===== src/rtl/cp0_irq_ctrl_pkg.sv =====
// Shared CP0 definitions: register map, oper encodings, field positions, FSM states.
package cp0_irq_ctrl_pkg;

  localparam logic [4:0] ADDR_STATUS = 5'd12;
  localparam logic [4:0] ADDR_CAUSE  = 5'd13;
  localparam logic [4:0] ADDR_EPC    = 5'd14;
  localparam logic [4:0] ADDR_VBASE  = 5'd15;
  localparam logic [4:0] ADDR_MODE   = 5'd16;

  typedef enum logic [1:0] {
    OPER_NONE = 2'b00,
    OPER_MFC0 = 2'b01,
    OPER_MTC0 = 2'b10,
    OPER_ERET = 2'b11
  } oper_e;

  localparam int STATUS_IE     = 0;
  localparam int STATUS_EXL    = 1;
  localparam int STATUS_IM_LSB = 8;
  localparam int CAUSE_IP_LSB  = 8;
  localparam int CAUSE_ID_LSB  = 2;

  typedef enum logic [2:0] {
    ST_IDLE    = 3'd0,
    ST_REQ     = 3'd1,
    ST_JUMP    = 3'd2,
    ST_SERVICE = 3'd3,
    ST_RET     = 3'd4
  } state_e;

  // Fixed-priority select: lowest set index wins.
  function automatic logic [3:0] prio_enc(input logic [15:0] v);
    logic [3:0] r;
    r = '0;
    for (int i = 15; i >= 0; i--) begin
      if (v[i]) r = 4'(i);
    end
    return r;
  endfunction

endpackage


===== src/rtl/cp0_irq_ctrl_irq_sync_edge.sv =====
// Per-channel synchroniser for an asynchronous interrupt line, with rise detect.
module cp0_irq_ctrl_irq_sync_edge #(
  parameter int SYNC_STAGES = 2
) (
  input  logic clk,
  input  logic rst,
  input  logic ir_in,
  output logic level,
  output logic rise
);

  logic [SYNC_STAGES-1:0] sync;
  logic                   prev;

  // Shift the raw line through the synchroniser and keep one cycle of history.
  always_ff @(posedge clk or negedge rst) begin
    if (!rst) begin
      sync <= '0;
      prev <= 1'b0;
    end else begin
      sync <= {sync[SYNC_STAGES-2:0], ir_in};
      prev <= sync[SYNC_STAGES-1];
    end
  end

  assign level = sync[SYNC_STAGES-1];
  assign rise  = level & ~prev;

endmodule


===== src/rtl/cp0_irq_ctrl.sv =====
// Vectored interrupt controller with CP0 register file.
//
// state   | meaning
// IDLE    | no request, waiting for IE & ~EXL & pending&mask
// REQ     | request seen, waiting for pipeline to accept redirect
// JUMP    | jump_en pulse to channel vector
// SERVICE | handler running (EXL=1), waiting for ERET
// RET     | jump_en pulse back to EPC, EXL cleared on exit
module cp0_irq_ctrl
  import cp0_irq_ctrl_pkg::*;
#(
  parameter int          N_IRQ       = 4,
  parameter int          SYNC_STAGES = 2,
  parameter logic [31:0] VEC_BASE    = 32'h0000_0010,
  parameter int          VEC_STRIDE  = 8
) (
  input  logic             clk,
  input  logic             rst,
  input  logic [1:0]       oper,
  input  logic [4:0]       addr_r,
  output logic [31:0]      data_r,
  input  logic [4:0]       addr_w,
  input  logic [31:0]      data_w,
  input  logic [N_IRQ-1:0] ir_in,
  input  logic             ir_en,
  input  logic [31:0]      ret_addr,
  output logic             jump_en,
  output logic [31:0]      jump_addr,
  output logic             irq_busy
);

  logic             ie, exl;
  logic [N_IRQ-1:0] im, ip, mode;
  logic [4:0]       cause_id;
  logic [31:0]      epc, vbase;
  state_e           state;

  logic [N_IRQ-1:0] level, rise, pend, clr;
  logic [15:0]      pend_ext;
  logic [3:0]       ch;
  logic             req, take, wr, eret;

  for (genvar i = 0; i < N_IRQ; i++) begin : g_sync
    cp0_irq_ctrl_irq_sync_edge #(.SYNC_STAGES(SYNC_STAGES)) u_sync (
      .clk   (clk),
      .rst   (rst),
      .ir_in (ir_in[i]),
      .level (level[i]),
      .rise  (rise[i])
    );
  end

  // Request qualification and priority select.
  always_comb begin
    pend_ext            = '0;
    pend                = ip & im;
    pend_ext[N_IRQ-1:0] = pend;
    req                 = ie & ~exl & (|pend);
    ch                  = prio_enc(pend_ext);
    take                = (state == ST_REQ) & req & ir_en;
    clr                 = take ? (N_IRQ'(1) << ch) : '0;
    wr                  = (oper == OPER_MTC0);
    eret                = (oper == OPER_ERET);
  end

  // Register file writes; entry side effects take precedence over MTC0.
  always_ff @(posedge clk or negedge rst) begin
    if (!rst) begin
      ie       <= 1'b0;
      exl      <= 1'b0;
      im       <= '0;
      cause_id <= '0;
      epc      <= '0;
      vbase    <= VEC_BASE;
      mode     <= '0;
    end else begin
      if (wr && addr_w == ADDR_STATUS) begin
        ie <= data_w[STATUS_IE];
        im <= data_w[STATUS_IM_LSB +: N_IRQ];
      end
      if (wr && addr_w == ADDR_VBASE) vbase <= {data_w[31:2], 2'b00};
      if (wr && addr_w == ADDR_MODE)  mode  <= data_w[N_IRQ-1:0];
      if (take) begin
        exl      <= 1'b1;
        epc      <= ret_addr;
        cause_id <= {1'b0, ch};
      end else begin
        if (state == ST_RET) exl <= 1'b0;
        if (wr && addr_w == ADDR_EPC) epc <= data_w;
      end
    end
  end

  // Pending bits: level channels track the line; edge channels latch a rise
  // until taken, and a rise in the clearing cycle wins so it is not lost.
  always_ff @(posedge clk or negedge rst) begin
    if (!rst) ip <= '0;
    else      ip <= (mode & level) | (~mode & (rise | (ip & ~clr)));
  end

  // Sequencer with registered jump outputs.
  always_ff @(posedge clk or negedge rst) begin
    if (!rst) begin
      state     <= ST_IDLE;
      jump_en   <= 1'b0;
      jump_addr <= '0;
    end else begin
      jump_en <= 1'b0;
      case (state)
        ST_IDLE: if (req) state <= ST_REQ;
        ST_REQ: begin
          if (!req) begin
            state <= ST_IDLE;
          end else if (ir_en) begin
            state     <= ST_JUMP;
            jump_en   <= 1'b1;
            jump_addr <= vbase + 32'(ch) * 32'(VEC_STRIDE);
          end
        end
        ST_JUMP: state <= ST_SERVICE;
        ST_SERVICE: begin
          if (eret) begin
            state     <= ST_RET;
            jump_en   <= 1'b1;
            jump_addr <= epc;
          end
        end
        ST_RET:  state <= ST_IDLE;
        default: state <= ST_IDLE;
      endcase
    end
  end

  assign irq_busy = exl;

  // Combinational read port.
  always_comb begin
    data_r = '0;
    case (addr_r)
      ADDR_STATUS: begin
        data_r[STATUS_IE]                   = ie;
        data_r[STATUS_EXL]                  = exl;
        data_r[STATUS_IM_LSB +: N_IRQ]      = im;
      end
      ADDR_CAUSE: begin
        data_r[CAUSE_IP_LSB +: N_IRQ]       = ip;
        data_r[CAUSE_ID_LSB +: 5]           = cause_id;
      end
      ADDR_EPC:   data_r = epc;
      ADDR_VBASE: data_r = vbase;
      ADDR_MODE:  data_r[N_IRQ-1:0] = mode;
      default:    data_r = '0;
    endcase
  end

endmodule


===== config.mk =====
export PLATFORM = sky130hd
export DESIGN_NAME = cp0_irq_ctrl
export DESIGN_NICKNAME = d
export VERILOG_FILES = /design/src/rtl/cp0_irq_ctrl_pkg.sv /design/src/rtl/cp0_irq_ctrl_irq_sync_edge.sv /design/src/rtl/cp0_irq_ctrl.sv
export SDC_FILE = /design/constraint.sdc
export NUM_CORES = 1
export LEC_CHECK = 0
export ABC_AREA = 1
export CORE_MARGIN = 2
export CORE_UTILIZATION = 45
export DETAILED_ROUTE_END_ITERATION = 8
export PLACE_DENSITY = 0.81
export REMOVE_ABC_BUFFERS = 1
export SLEW_MARGIN = 10
export SYNTH_ARGS = -nofsm -noshare
export SYNTH_HDL_FRONTEND = slang
export SYNTH_SLANG_ARGS = --single-unit
export TNS_END_PERCENT = 1

===== constraint.sdc =====
create_clock -name clk -period 3.5 [get_ports clk]
set_clock_uncertainty 0.1 [all_clocks]
set_input_delay 0.35 -clock clk [delete_from_list [all_inputs] [get_ports clk]]
set_output_delay 0.35 -clock clk [all_outputs]
set_load 0.01 [all_outputs]

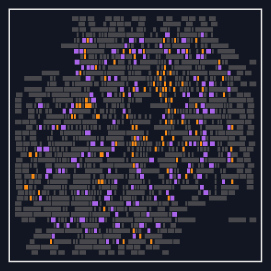
Fig. 1. Gate families picked out (run 1).
(2 px per um)
| family | color | cells |
|---|---|---|
| nor cells | orange | 100 |
| aoi and oai cells | purple | 148 |
Post-Layout Cell Count: 1230
fraction of standard cell area in multi-input logic: 32.9%
Top cell excl fill/tap: sky130_fd_sc_hd__nand2_1

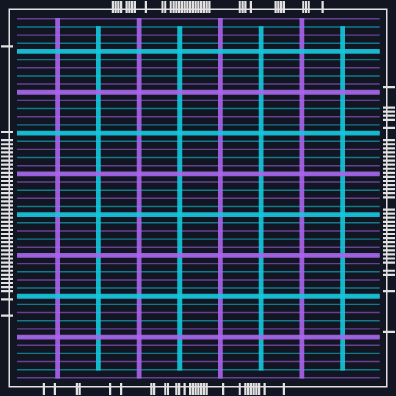
Fig. 2. Power grid (run 1).
(3 px per um) Pins as bars on the die edge.
| net | color |
|---|---|
| VDD | cyan |
| VSS | purple |
met4 straps: 8
met1 rails: 45
width of the die: 125 um
floorplan core area: 14500 um^2
die boundary height: 125 um
largest vdd supply drop: 0.336 mV

==> results.txt, run 1 <==
Latest figures from synthesis and place and route.

Looking at the power breakdown, the clock network takes approximately 40% of the total. The kind of critical path is in2out. Along the worst hold path, the cell count comes to 0. According to the floorplan report, the total die area is roughly 16000 um^2. The sequential fraction of design power is between 40% and 50%. The type of the tightest min-delay check is reg2reg. The register-to-register path setup slack is 0.77 ns.

The buffer levels on the longest clock path is 2. The count of cells along the worst register-to-register path is 16. Row generation in the floorplan step produced roughly 44 rows.

Pins over their slew limit in the final report were tallied at 0. The internal portion of total power is between 3 and 4 mW. The run finished with clean final reports. The number of antenna violations at the first check in global routing is 0. For this run, the final setup violation count is recorded as 0. The cell with the biggest individual delay on the critical path is sky130_fd_sc_hd__clkdlybuf4s50_1.

The switching share of power is a little under 30%. The part of the power in combinational logic is between 10% and 20%. The number of warnings reported in the yosys synthesis log is 0. For the worst-skew pair, the clock arrives at the later sink with an insertion delay of around 0.43 ns. The number of maximum-capacitance violations is 0. The chip area from the yosys synthesis statistics is between 6000 and 7000 um^2. The part of the cycle the worst path needs is 81.8%. The remaining routing DRC violations is 0. The setup TNS after final layout is 0 ns. The number of search-and-repair iterations in the first detailed-routing pass is 6. The warning total across the stage logs is 27. In this run the power spent charging and discharging nets is between 1 and 1.5 mW. Power attributed to the clock group is 1.74 mW. The relative slew slack is 36.3%. The post-CTS clock slew at the launch and capture registers of the worst setup and hold paths is 0.06 ns. The final report gives the core utilization as between 60% and 70%. Once synthesis finished, the tally of register bits stood at roughly 130. The ratio of cells with drive above 1 in the final layout is 5.54%. The most common flop cell mapped by yosys is sky130_fd_sc_hd__dfrtp_1. STA classifies the critical path startpoint as an input pin. The number of clock buffers added by TritonCTS is 17. The endpoint of the worst register-to-register path is jump_addr[17]. The post-detailed-placement half-perimeter wirelength is between 10 and 15 mm.

The measured slew at the worst slew-check pin is 0.955 ns. The initial DRC count is 714. The startpoint of the worst-slack reg-to-reg timing path is im[2].

For this design the static power due to leakage is approximately 4.2 nW. The hold path startpoint is g_sync[2].u_sync.sync[0]. The endpoint with the worst hold slack is g_sync[2].u_sync.sync[1].

The largest area contributor in the netlist is sky130_fd_sc_hd__dfrtp_1. Max fanout on the critical path was recorded as 27. The number of buffer and inverter instances along the worst setup path is 6. The worst hold slack is about 0.25 ns.

The via count of the first global-routing pass is around 6.6k. The number of instances in the synthesized netlist is 889. The root buffer cell chosen for the clock tree is sky130_fd_sc_hd__clkbuf_16. The power drawn by the combinational cells is 783 uW. The sum of overflow across all layers after global routing is 0.

In the final report, the number of hold violations comes to 0. The first global-routing pass estimated between 30 and 40 mm of wire. The final antenna-violating net count is 0.

The CTS tree is yes. Based on the critical path, the design can be clocked at up to roughly 350 MHz. STA puts the critical path data required time at slightly above 3 ns. Pin placement for this block handled 149 I/O pins.
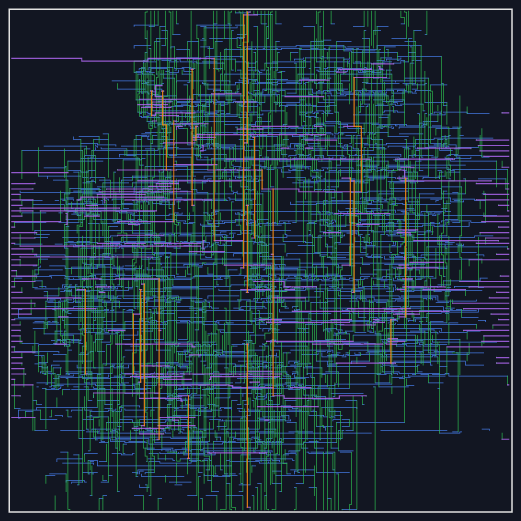
Fig. 3. Metal layers overlaid (run 1).
(4 px per um)
| layer | color | wire length |
|---|---|---|
| metal 4 | orange | 651 um |
| metal 2 | green | 9610 um |
| metal 1 | blue | 8660 um |
| metal 3 | purple | 1820 um |
global-route usage over all layers: 26.9%
detail-routed net length per standard cell: 16.9 um
wirelength, routed: 20.7 mm

## run 1: through the flow
step	power [mW]	cell area [um^2]	setup slack, ns	instances
5_1_grt	4.48	8880	0.505	1230
6_report	4.29	8880	0.636	1230
4_1_cts	4.29	8880	0.677	1230
3_3_place_gp	2.54	8300	0.699	1197
3_5_place_dp	2.56	8300	0.685	1197
2_1_floorplan	2.21	6450	0.476	850
## run 1: kinds of logic (layout without fill, tap and decap cells)
logic type      after synthesis  in the layout  share of synthesized area, %
buf+inv                     140            297                          8.42
compound gates              149            149                          13.4
xor+xnor                      2              2                         0.264
simple gates                468            468                          29.4
mux                           1              1                         0.170
flops                       126            126                          47.6
fa+ha+maj                     3              3                         0.680
## run 1: final cells by class
cell class	instances	area, um^2
multi-input combinational	623	2920
fill	1302	5590
clock buffer	19	433
timing repair buffer	164	1630
sequential	126	3150
tap	184	230
clock inverter	13	140
inverter	101	379
## run 1: timing repair
| action | in CTS | in global routing |
|---|---|---|
| setup buffers | 0 | 0 |
| hold buffers | 1 | 0 |
| endpoints found under the hold margin | 125 | 0 |
## run 1: cells in the final DEF, fill, tap and decap left out, types with 2 or more instances in the layout
cell	n
sky130_fd_sc_hd__nand2_1	246
sky130_fd_sc_hd__clkdlybuf4s50_1	147
sky130_fd_sc_hd__dfrtp_1	125
sky130_fd_sc_hd__nand3_1	111
sky130_fd_sc_hd__inv_1	98
sky130_fd_sc_hd__nor2_1	91
sky130_fd_sc_hd__a21oi_1	48
sky130_fd_sc_hd__o21ai_0	31
sky130_fd_sc_hd__o211ai_1	31
sky130_fd_sc_hd__o22ai_1	22
sky130_fd_sc_hd__clkbuf_16	17
sky130_fd_sc_hd__buf_4	14
sky130_fd_sc_hd__o2111ai_1	6
sky130_fd_sc_hd__nand4_1	6
sky130_fd_sc_hd__o21ai_1	5
sky130_fd_sc_hd__nor3_1	5
sky130_fd_sc_hd__clkinvlp_4	4
sky130_fd_sc_hd__or2_2	3
sky130_fd_sc_hd__inv_2	3
sky130_fd_sc_hd__clkinv_2	3
sky130_fd_sc_hd__o221ai_1	2
sky130_fd_sc_hd__nor2_2	2
sky130_fd_sc_hd__ha_1	2
sky130_fd_sc_hd__clkbuf_1	2
sky130_fd_sc_hd__clkinv_4	2
sky130_fd_sc_hd__bufinv_16	2
sky130_fd_sc_hd__inv_6	2
sky130_fd_sc_hd__buf_12	2
## run 1: sequential cells by signal (all words and copies together) (netlist names)
name,flops
mode,4
g_sync.u_sync.prev,4
jump_en,1
state,3
vbase,30
ie,1
cause_id,2
g_sync.u_sync.sync,8
irq_busy,1
ip,4
jump_addr,32
epc,32
im,4
## run 1: metal layers
metal  up-vias  global-route usage (%)  wire length (um)
li1       3215                       -                 -
met1      3202                    36.3              8660
met2       372                    41.5              9610
met3        60                    6.55              1820
met4         0                    11.8               650
met5         -                       0                 0
## run 1: synth_stat cells, drive strengths merged, types with 2 or more instances
cell type,count
nand2,246
dfrtp,125
nand3,111
inv,101
nor2,93
a21oi,48
o21ai,36
o211ai,31
o22ai,22
buf,21
clkbuf,18
nand4,7
nor3,6
o2111ai,6
or2,3
ha,2
o221ai,2
==> inputs of run 2 (changes only) <==
PLACE_DENSITY = 0.84   (was 0.81)
clock period = 2.5 ns   (was 3.5 ns; I/O delays follow)
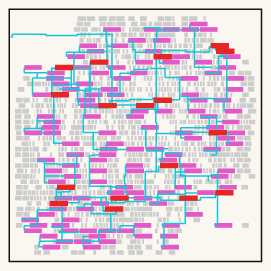
Fig. 4. Routed clock nets over the placement (run 2).
(2 px per um)
[clock drivers] red | count: 17
[clock wires] cyan | length: 1750 um
[flip-flops] magenta | count: 126
routed clock nets: 18
flops lie: all over the die
source-to-sink clock delay at the later pin of the worst-skew pair: 0.43 ns
reported clock group power: 2.59 mW
clock network fraction of design power: 41.4%

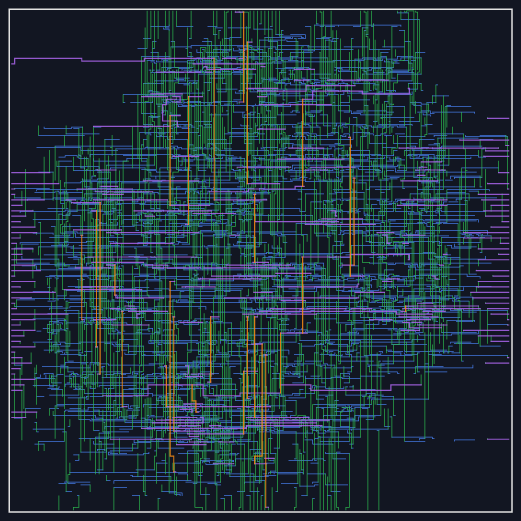
Fig. 5. Metal layers overlaid (run 2).
(4 px per um)
| layer | color | wire length |
|---|---|---|
| metal 1 | blue | 8610 um |
| metal 4 | orange | 650 um |
| metal 3 | purple | 2010 um |
| metal 2 | green | 10200 um |
detail-routed net length per standard cell: 17.1 um
Vias: 7095
wirelength, routed: 21.5 mm
global-route usage over all layers: 27.5%

==> run 2 against run 1 <==
Net effect: global-route usage rose by 0.57 points; worst hold slack got worse by 0.089 ns; synthesized area did not move; combinational power rose by 48%; final area rose by 3.5%; worst setup slack got worse by 0.61 ns.
==> results.txt, run 2 <==
Latest figures from synthesis and place and route.

The first-pass GRT wire length is 34.3 mm (was 33.3 mm). The root buffer cell is sky130_fd_sc_hd__clkbuf_16 (unchanged). The count of boundary I/O pins is 149 (unchanged). The final non-filler cell area is 9200 um^2 (was 8880 um^2).

The row count is 44 (unchanged). The total power after layout is 6.24 mW (was 4.29 mW). In the finished design, the share of the clock period the worst path needs comes to 98.9%. The kind of critical path is in2out (unchanged). The number of instances in the synthesized netlist came to 889 (unchanged). The number of antenna violations at the first check in global routing is 0 (unchanged). The required time at the endpoint of the critical path is 2.15 ns (was 3.05 ns). The reported net switching power came to 1.85 mW (was 1.26 mW). Largest regs: epc x32, jump_addr x32, vbase x30 (unchanged). The cell with the biggest individual delay on the critical path is sky130_fd_sc_hd__clkdlybuf4s50_1 (unchanged). Static timing analysis puts the maximum clock frequency at 405 MHz. The post-CTS clock slew at the launch and capture registers of the worst setup and hold paths is 0.06 ns (about the same). The most instantiated library cell after synthesis is sky130_fd_sc_hd__nand2_1 (unchanged). The horizontal die size came to 125 um (unchanged). Top cells by count: sky130_fd_sc_hd__nand2_1, sky130_fd_sc_hd__dfrtp_1, sky130_fd_sc_hd__nand3_1 (unchanged). The die height is 125 um (unchanged).

The via count of the first global-routing pass is 6946 (was 6595). The final count of pins violating max slew is 0 (unchanged). The worst hold slack came to 0.158 ns (was 0.247 ns).

The number of search-and-repair iterations in the first detailed-routing pass is 6 (unchanged). Top logic cells by instance count in the layout: sky130_fd_sc_hd__nand2_1, sky130_fd_sc_hd__clkdlybuf4s50_1, sky130_fd_sc_hd__dfrtp_1 (unchanged). The final antenna-violating net count is 0 (unchanged). The ratio of cells with drive above 1 in the final layout is 8.96% (was 5.54%). The warning total across the stage logs is 26 (was 27). The chip area from the yosys synthesis statistics is 6630 um^2 (unchanged). The most common flop cell mapped by yosys is sky130_fd_sc_hd__dfrtp_1 (unchanged). The relative slew slack is 61.5% (was 36.3%). The TritonCTS buffer count came to 17 (unchanged). Status: completed (unchanged). The worst-case vdd ir drop is 0.577 mV (was 0.336 mV). The number of buffer and inverter instances along the worst setup path is 4 (was 6).
[run 2: worst paths after layout]
| check | start | endpoint | slack [ns] | cells past startpoint |
|---|---|---|---|---|
| min in group asynchronous | rst | g_sync[3].u_sync.sync[0] | 0.26 | 2 |
| setup reg to reg | ip[2] | jump_addr[17] | 0.09 | 16 |
| max in group asynchronous | rst | vbase[4] | 1.35 | 3 |
| hold / removal | ir_in[1] | g_sync[1].u_sync.sync[0] | 0.16 | 1 |
| hold reg to reg | g_sync[2].u_sync.sync[0] | g_sync[2].u_sync.sync[1] | 0.25 | 0 |
| setup / recovery | addr_r[3] | data_r[14] | 0.03 | 7 |
[run 2: power groups by stage]
stage	logic [mW]	clock network, mW	registers (mW)
2_1_floorplan	0.623	0	2.47
3_3_place_gp	1.10	0	2.50
3_5_place_dp	1.13	0	2.51
4_1_cts	1.15	2.60	2.48
5_1_grt	1.30	2.70	2.52
6_report	1.16	2.59	2.49
[run 2: routing by layer]
metal  global-route usage [%]  up-vias  part of all wire [%]  wire length, um
met5                        0        -                     0                0
met4                     11.6        0                   3.0              649
met3                     6.46       56                   9.3             2010
met2                     44.4      422                    48            10200
met1                     35.7     3343                    40             8610
li1                         -     3274                     -                -
[run 2: kinds of logic (layout without fill, tap and decap cells)]
family / after synthesis / after routing / synth area share (%)
buf+inv: 140 / 323 / 8.42
mux: 1 / 1 / 0.170
xor+xnor: 2 / 2 / 0.264
flops: 126 / 126 / 47.6
fa+ha+maj: 3 / 3 / 0.680
simple gates: 468 / 468 / 29.4
compound gates: 149 / 149 / 13.4
[run 2: per-stage QoR]
stage          worst slack [ns]  utilization, %  setup TNS (ns)  instances
2_1_floorplan            -0.524               -          -25.39        850
3_5_place_dp            -0.0378            58.9          -0.105       1223
4_1_cts                  0.0218            63.2               0       1256
5_1_grt                 -0.0736            63.5          -0.604       1256
3_3_place_gp           -0.00551            58.9        -0.00551       1223
6_report                 0.0278            63.5               0       1256
[run 2: worst reg2reg max path, cell delays in order, from the launching register on]
cell and delay [ns]:
sky130_fd_sc_hd__dfrtp_1 0.37, sky130_fd_sc_hd__nand2_1 0.09, sky130_fd_sc_hd__nand3_1 0.07, sky130_fd_sc_hd__nand2_1 0.06
sky130_fd_sc_hd__nand2_1 0.06, sky130_fd_sc_hd__inv_1 0.08, sky130_fd_sc_hd__ha_1 0.16, sky130_fd_sc_hd__inv_1 0.06
sky130_fd_sc_hd__fa_2 0.39, sky130_fd_sc_hd__inv_1 0.10, sky130_fd_sc_hd__nand3_1 0.11, sky130_fd_sc_hd__nor2_2 0.16
sky130_fd_sc_hd__inv_1 0.07, sky130_fd_sc_hd__o21ai_0 0.16, sky130_fd_sc_hd__nand3_1 0.11, sky130_fd_sc_hd__nand3_1 0.09
sky130_fd_sc_hd__nand2_1 0.06
[run 2: final cells by class]
type                    count  area [um^2]
well taps                 184          230
multi-input cells         623         2950
flip-flops and latches    126         3150
clock inverters            15          185
repair buffers            190         1870
clock buffers              17          425
fillers                  1208         5280
inverters                 101          383
[run 2: repair_timing]
action / 4_1_cts / 5_1_grt
setup endpoints to repair: 7 / 34
hold endpoints to repair: 40 / 0
hold buffers: 1 / 0
resized: 7 / 20
pin swaps: 0 / 1
==> inputs of run 3 (changes only) <==
GPL_ROUTABILITY_DRIVEN = 1   (was default)
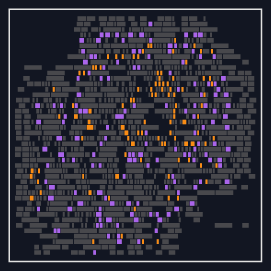
Fig. 6. Gate families picked out (run 3).
(2 px per um)
| family | color | cells |
|---|---|---|
| aoi and oai cells | purple | 148 |
| nor cells | orange | 100 |
fraction of standard cell area in multi-input logic: 32.1%
Post-Layout Cell Count: 1256

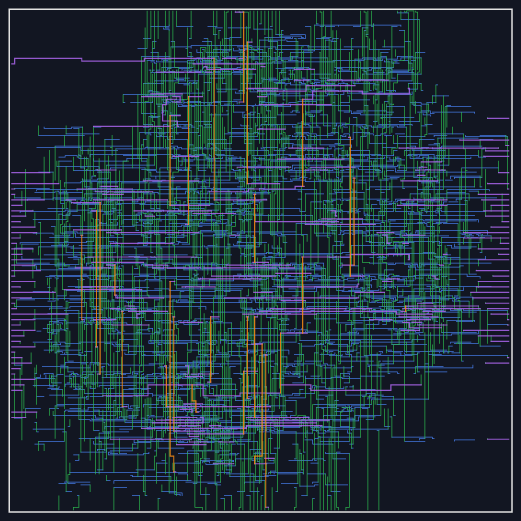
Fig. 7. Metal layers overlaid (run 3).
(4 px per um)
| layer | color | wire length |
|---|---|---|
| metal 2 | green | 10200 um |
| metal 1 | blue | 8610 um |
| metal 3 | purple | 2010 um |
| metal 4 | orange | 650 um |

==> run 3 against run 2 <==
Net effect: flip-flop count did not move; worst hold slack did not move; final cell count did not move; sequential power barely moved; worst setup slack did not move; fmax did not move; combinational power barely moved; core utilization did not move; synthesized cell count did not move; first-iteration DRC count did not move; critical path type unchanged; critical endpoint unchanged; largest power group unchanged.
==> results.txt, run 3 <==
Latest figures from synthesis and place and route.

Status: completed (unchanged). The largest area contributor in the netlist was sky130_fd_sc_hd__dfrtp_1 (unchanged). The die height was 125 um (unchanged). The register-to-register path setup slack was 0.09 ns (about the same). The kind of critical path was in2out (unchanged).

The number of warnings reported in the yosys synthesis log is 0 (unchanged). The measured slew at the worst slew-check pin is 0.577 ns (unchanged). The total vias in the final route was 7095 (unchanged). The sum of overflow across all layers after global routing is 0 (unchanged). The ratio of cells with drive above 1 in the final layout is 8.96% (unchanged). The relative slew slack is 61.5% (unchanged).

The number of instances in the synthesized netlist is 889 (unchanged). The insertion delay of the later-clocked pin in the worst-skew pair is 0.43 ns (about the same). The area of the die is 15700 um^2 (unchanged). The reported net switching power is 1.85 mW (unchanged). The peak clock frequency supported by timing is 405 MHz (unchanged). The chip area from the yosys synthesis statistics was 6630 um^2 (unchanged). The flop and latch count out of synthesis is 126 (unchanged). The critical path startpoint category is an input pin (unchanged). The required time at the endpoint of the critical path is 2.15 ns (about the same). The number of search-and-repair iterations in the first detailed-routing pass is 6 (unchanged). The final antenna-violating net count came to 0 (unchanged). The CTS tree is yes (unchanged).

The part of the cycle the worst path needs is 98.9% (unchanged). The remaining routing DRC violations is 0 (unchanged). Largest regs: epc x32, jump_addr x32, vbase x30 (unchanged). The global-route total usage across every layer came to 27.5% (unchanged). The worst hold slack is 0.158 ns (unchanged). The final count of pins violating max slew is 0 (unchanged). The routed length on met3 is 2.01 mm (unchanged). The type of the tightest min-delay check is in2reg (unchanged).

The post-route worst setup slack was 0.0278 ns (unchanged). The root buffer cell was sky130_fd_sc_hd__clkbuf_16 (unchanged). Top cells by count: sky130_fd_sc_hd__nand2_1, sky130_fd_sc_hd__dfrtp_1, sky130_fd_sc_hd__nand3_1 (unchanged).

The initial DRC count is 698 (unchanged). The number of maximum-capacitance violations is 0 (unchanged). The sequential fraction of design power was 39.9% (about the same). The TritonCTS buffer count is 17 (unchanged).

The placed instance count is 1223 (unchanged). The number of antenna violations at the first check in global routing came to 0 (unchanged). The first-pass GRT wire length is 34.3 mm (unchanged).
[run 3: critical path: stages]
cell,delay (ns)
sky130_fd_sc_hd__clkdlybuf4s50_1,0.48
sky130_fd_sc_hd__nand3_1,0.09
sky130_fd_sc_hd__inv_1,0.09
sky130_fd_sc_hd__nand3_1,0.16
sky130_fd_sc_hd__buf_4,0.25
sky130_fd_sc_hd__o22ai_1,0.22
sky130_fd_sc_hd__clkdlybuf4s50_1,0.57
[run 3: logic make-up (layout without fill, tap and decap cells)]
logic type | count (synthesis) | count (layout) | share of synthesized area [%]
flops | 126 | 126 | 47.6
mux | 1 | 1 | 0.170
xor+xnor | 2 | 2 | 0.264
compound gates | 149 | 149 | 13.4
simple gates | 468 | 468 | 29.4
buf+inv | 140 | 323 | 8.42
fa+ha+maj | 3 | 3 | 0.680
[run 3: stage by stage]
| step | TNS (ns) | total power [mW] | cell area (um^2) |
|---|---|---|---|
| after detailed placement | -0.105 | 3.65 | 8520 |
| after CTS | 0 | 6.23 | 9150 |
| after global placement | -0.00551 | 3.61 | 8520 |
| final | 0 | 6.24 | 9200 |
| after global routing | -0.604 | 6.51 | 9200 |
| after floorplan | -25.39 | 3.09 | 6450 |
[run 3: layout make-up]
| class | instances | area, um^2 |
|---|---|---|
| well taps | 184 | 230 |
| clock buffers | 17 | 425 |
| inverters | 101 | 383 |
| repair buffers | 190 | 1870 |
| flip-flops and latches | 126 | 3150 |
| clock inverters | 15 | 185 |
| multi-input cells | 623 | 2950 |
| fillers | 1208 | 5280 |
[run 3: what timing repair did]
item / in CTS / in global routing
buffers inserted: 0 / 0
hold buffers: 1 / 0
gates resized: 7 / 20
pin swaps: 0 / 1
endpoints found under the setup margin: 7 / 34
hold endpoints to repair: 40 / 0
[run 3: worst paths after layout]
path | start | endpoint | cells past startpoint
hold reg to reg | g_sync[2].u_sync.sync[0] | g_sync[2].u_sync.sync[1] | 0
max in group asynchronous | rst | vbase[4] | 3
setup / recovery | addr_r[3] | data_r[14] | 7
setup reg to reg | ip[2] | jump_addr[17] | 16
min in group asynchronous | rst | g_sync[3].u_sync.sync[0] | 2
hold / removal | ir_in[1] | g_sync[1].u_sync.sync[0] | 1
[run 3: power by group through the flow]
| stage | registers (mW) | logic (mW) | clock network [mW] |
|---|---|---|---|
| finish | 2.49 | 1.16 | 2.59 |
| global route | 2.52 | 1.30 | 2.70 |
| CTS | 2.48 | 1.15 | 2.60 |
| detailed placement | 2.51 | 1.13 | 0 |
| global placement | 2.50 | 1.10 | 0 |
| floorplan | 2.47 | 0.623 | 0 |
[run 3: layer usage]
metal	GRT usage, %	vias to the layer above
li1	-	3274
met1	35.7	3343
met2	44.4	422
met3	6.46	56
met4	11.6	0
met5	0	-
Power is estimated from default activity; no workload was simulated.
